**Clock network drawn from the DEF**

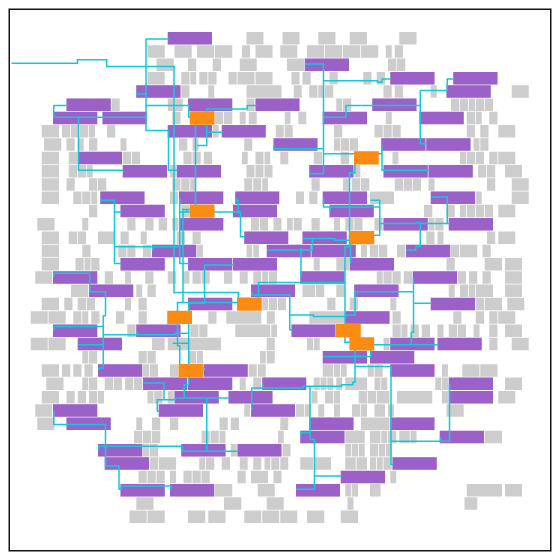
**Where the registers sit**

Bar = 20 um. Other sequential cells in the stronger gray, the rest of the logic in the fainter gray.
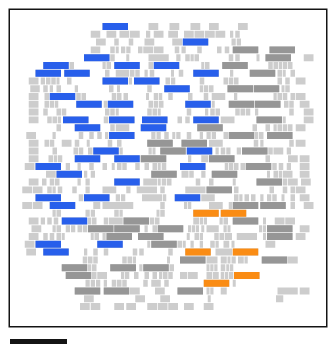
**The clock network**

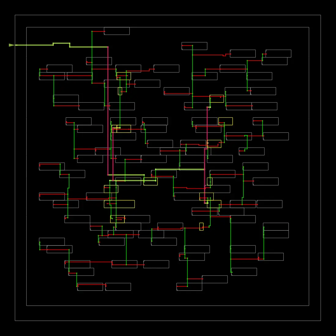
**Sizing map**

Bar = 20 um.
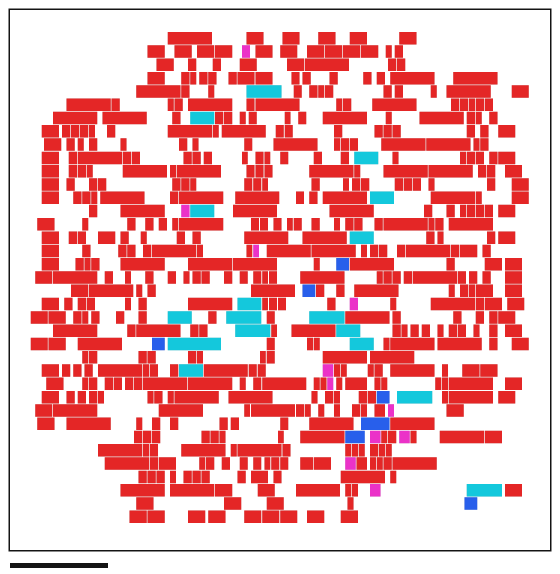
**Cells colored by class**

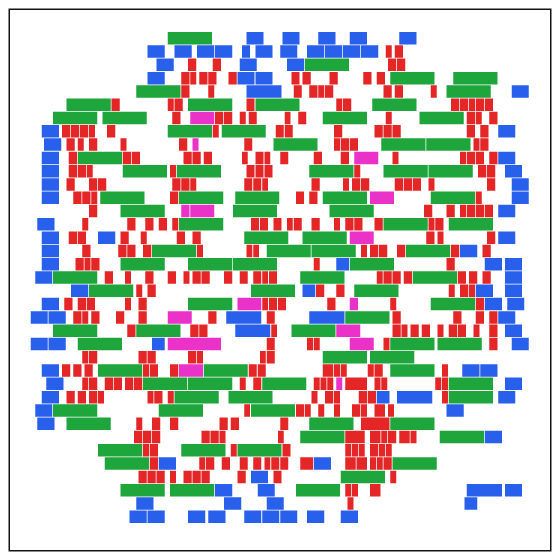
Design serial_output_tx, sky130hd; sources not shown.
==> CHANGELOG.md <==
### Physical design

* Final wirelength at 10.0 mm
* CP Launch Type: register
* Reg clk slew, reported paths at 0.09 ns
* Dominant logic cell type in the layout: nand3_1
* GRT Util Overall at 16.5%
* Die Ht at 111 um
* FP Core Util at 40.9%
* CTS tree: done
* Placer congestion estimate at 0.800
* Top layer used by detailed routing: met4
* Worst Reg-to-Reg Cells at 8
* Post-Place Cells at 684
* Postcts setup bufs at 0
* CTS H-tree lvls at 3
* Sequential area share after synthesis at 53.6%
* Seq cells post-synth at 90
* Detailed Place HPWL at 6.29 mm
* Proportion of layout cells with a drive suffix above 1 at 6.21%
* Placement Cell Area at 5140 um2
* Initial DRT Pass Iterations at 4
* Synth Instances at 492
* Clock root buffer: clkbuf_8
* Met1 Routed Length at 4.68 mm
* Initial DRC count at 264
* Critical path's largest stage delay at 0.40 ns
* Setup TNS at 0 ns
* GRT overflow at 0
* Crit path time final at 1.89 ns
* Status: complete, no violations
* Max Slew Vio Count at 0
* Worst slew pin tran at 0.482 ns
* Distinct lib cells used at 22
* Hold Crit Depth at 3
* Most frequent cells in the layout: 233 x nand3_1, 101 x nand2_1, 90 x dfrtp_1
* Final hold vios at 0
* Nets at 644
* First-pass GRT wire length at 17.2 mm
* CP required at 2.47 ns
* Clk buf depth at 2
* Final setup viols at 0
* YS chip area at 4200 um2
* Diodes inserted at 0
* WL/cell at 14.3 um
* Post-route ant nets at 0
* DR vias at 3,692
* Number of global-route vias before repair at 3,573
* Avg Inst Size Synth at 8.54 um2
* Initial antenna violation count at 0
* CP max stage cell: dfrtp_1
* Worst-path cell chain: ha_1, nand2_1, nor2_2, nand2_2, nand2_4, buf_4, nand3_1, nand3_1
* Boundary Pins at 89
* Warnings, synthesis at 0
* Vias/cell at 5.27
* Cell count in the Yosys report at 492
* Worst Path Max Fanout at 33
* Met3 routed WL at 478 um
* Peak VDD IR at 0.000384 V
* Non-Filler Instances at 700
* PwrDens at 1000 nW/um2
* Syn Nets at 576
* Most frequent CP cell: nand3_1
* # port buffers at 88
* Die Area at 12,200 um2
* Setup crit end kind: register
* Final Hold Slack at 0.325 ns
* HP Class: input pin to register
* Max Cap Violations at 0
* Drt drc at 0
* Tool warnings at 26
* Largest net degree at the start of global routing at 91
* R2R Setup Slk at 0.31 ns
* CP arrival at 2.16 ns
* Post-Syn Area at 4200 um2
* Worst rel slew slack at 67.9%
* Final period util at 85.8%
* RSZ-0062 raised after global routing: false
* P&R area growth vs syn at 27.0%
* Die W at 111 um
* Leak Pwr at 2.43 nW
-- 'clock network drawn from the DEF' (at the start) --
[orange] clock-net drivers | count: 9
[cyan] clock wires | length: 1,090 um
[purple] flip-flops | count: 90
routed clock nets	10
flops lie	all over the die
clk pwr: 1.10 mW
worst-skew pair later-pin latency: 0.34 ns
Clk network pwr share: 20.5%

-- 'where the registers sit' (at the start) --
color	signal	sequential cells
orange	cnt_q	6
blue	shift_r_q	39
not colored	45
final core utilization: 51.9%
Flop area: 2250 um2
sequential group power: 2.70 mW
sequential cell area share: 42.2%

-- 'the clock network' (at the start) --
clock skew: 0.0128 ns
flop count: 90
Num Clock Sinks: 90
cts bufs inserted: 9
clock buffer count: 12

-- 'sizing map' (at the start) --
color	size	cells	share
red	x1 and smaller	529	94%
cyan	x6 and larger	17	3.0%
blue	x3 and x4	7	1.2%
magenta	x2	11	2.0%
Design Area, Final: 5340 um2
Signal buffers: 99
final setup margin: 0.312 ns

-- 'cells colored by class' (at the start) --
color	class	cells	share of their area
magenta	clock drivers and dummy loads	15	3.6%
green	registers	90	44%
red	remaining logic cells	360	33%
blue	remaining buffers and delay cells	99	20%
core area: 10,300 um2
row count: 37

-- metrics by stage --
step | setup slack, ns | utilization, % | power (mW)
floorplan | 0.709 | - | 3.79
global route | 0.168 | 51.9 | 5.76
global placement | 0.421 | 50.0 | 4.24
finish | 0.312 | 51.9 | 5.35
detailed placement | 0.352 | 50.0 | 4.30
CTS | 0.319 | 51.9 | 5.42
-- cells in the mapped netlist (all sizes together) --
library cell | count | share of area, %
nand3 | 233 | 28
nor2 | 5 | 0.51
nand4 | 2 | 0.30
buf | 28 | 5.0
a21oi | 3 | 0.45
ha | 1 | 0.30
o21ai | 1 | 0.12
o21bai | 1 | 0.18
nand2 | 105 | 9.7
inv | 8 | 0.71
dfrtp | 90 | 54
or2 | 1 | 0.15
clkbuf | 14 | 1.3
-- power by group --
group | leakage [nW] | internal [mW] | total, mW | switching, mW
clock network | 0.0962 | 0.548 | 1.10 | 0.547
registers | 1.14 | 2.32 | 2.70 | 0.374
logic | 1.19 | 0.714 | 1.56 | 0.842
total | 2.43 | 3.59 | 5.35 | 1.76
-- cell families (layout without fill, tap and decap cells) --
| kind of cell | after synthesis | in the layout | synth area share, % |
|---|---|---|---|
| AND-OR/OR-AND | 5 | 5 | 0.744 |
| adder cells (fa/ha/maj) | 1 | 1 | 0.298 |
| buffers and inverters | 50 | 122 | 6.94 |
| flip-flops | 90 | 90 | 53.6 |
| AND/OR/NAND/NOR | 346 | 346 | 38.4 |
-- timing repair --
action | 4_1_cts | 5_1_grt
resized | 0 | 0
hold buffers | 1 | 0
endpoints found under the hold margin | 90 | 0
-- final cells by class --
cell class,count,area [um2]
well taps,136,170
inverters,8,30.0
clock buffers,12,145
repair buffers,99,1030
clock inverters,3,40.0
fillers,1005,4940
flip-flops and latches,90,2250
multi-input cells,352,1670
-- worst max-delay path, delay by kind of cell, from the launching register on --
kind                       cells  cell delay, ns
and+or+nand+nor                6            0.89
adders and majority gates      1            0.22
DFF                            1            0.40
buffers and inverters          1            0.28
-- per-layer routing --
| layer | vias to the layer above | track usage [%] |
|---|---|---|
| met1 | 1782 | 23.1 |
| met3 | 8 | 3.12 |
| met4 | 0 | 4.84 |
| li1 | 1813 | - |
| met2 | 89 | 26.2 |
| met5 | - | 0 |
Power figures rest on the tool's default switching activity, not on a simulated workload.
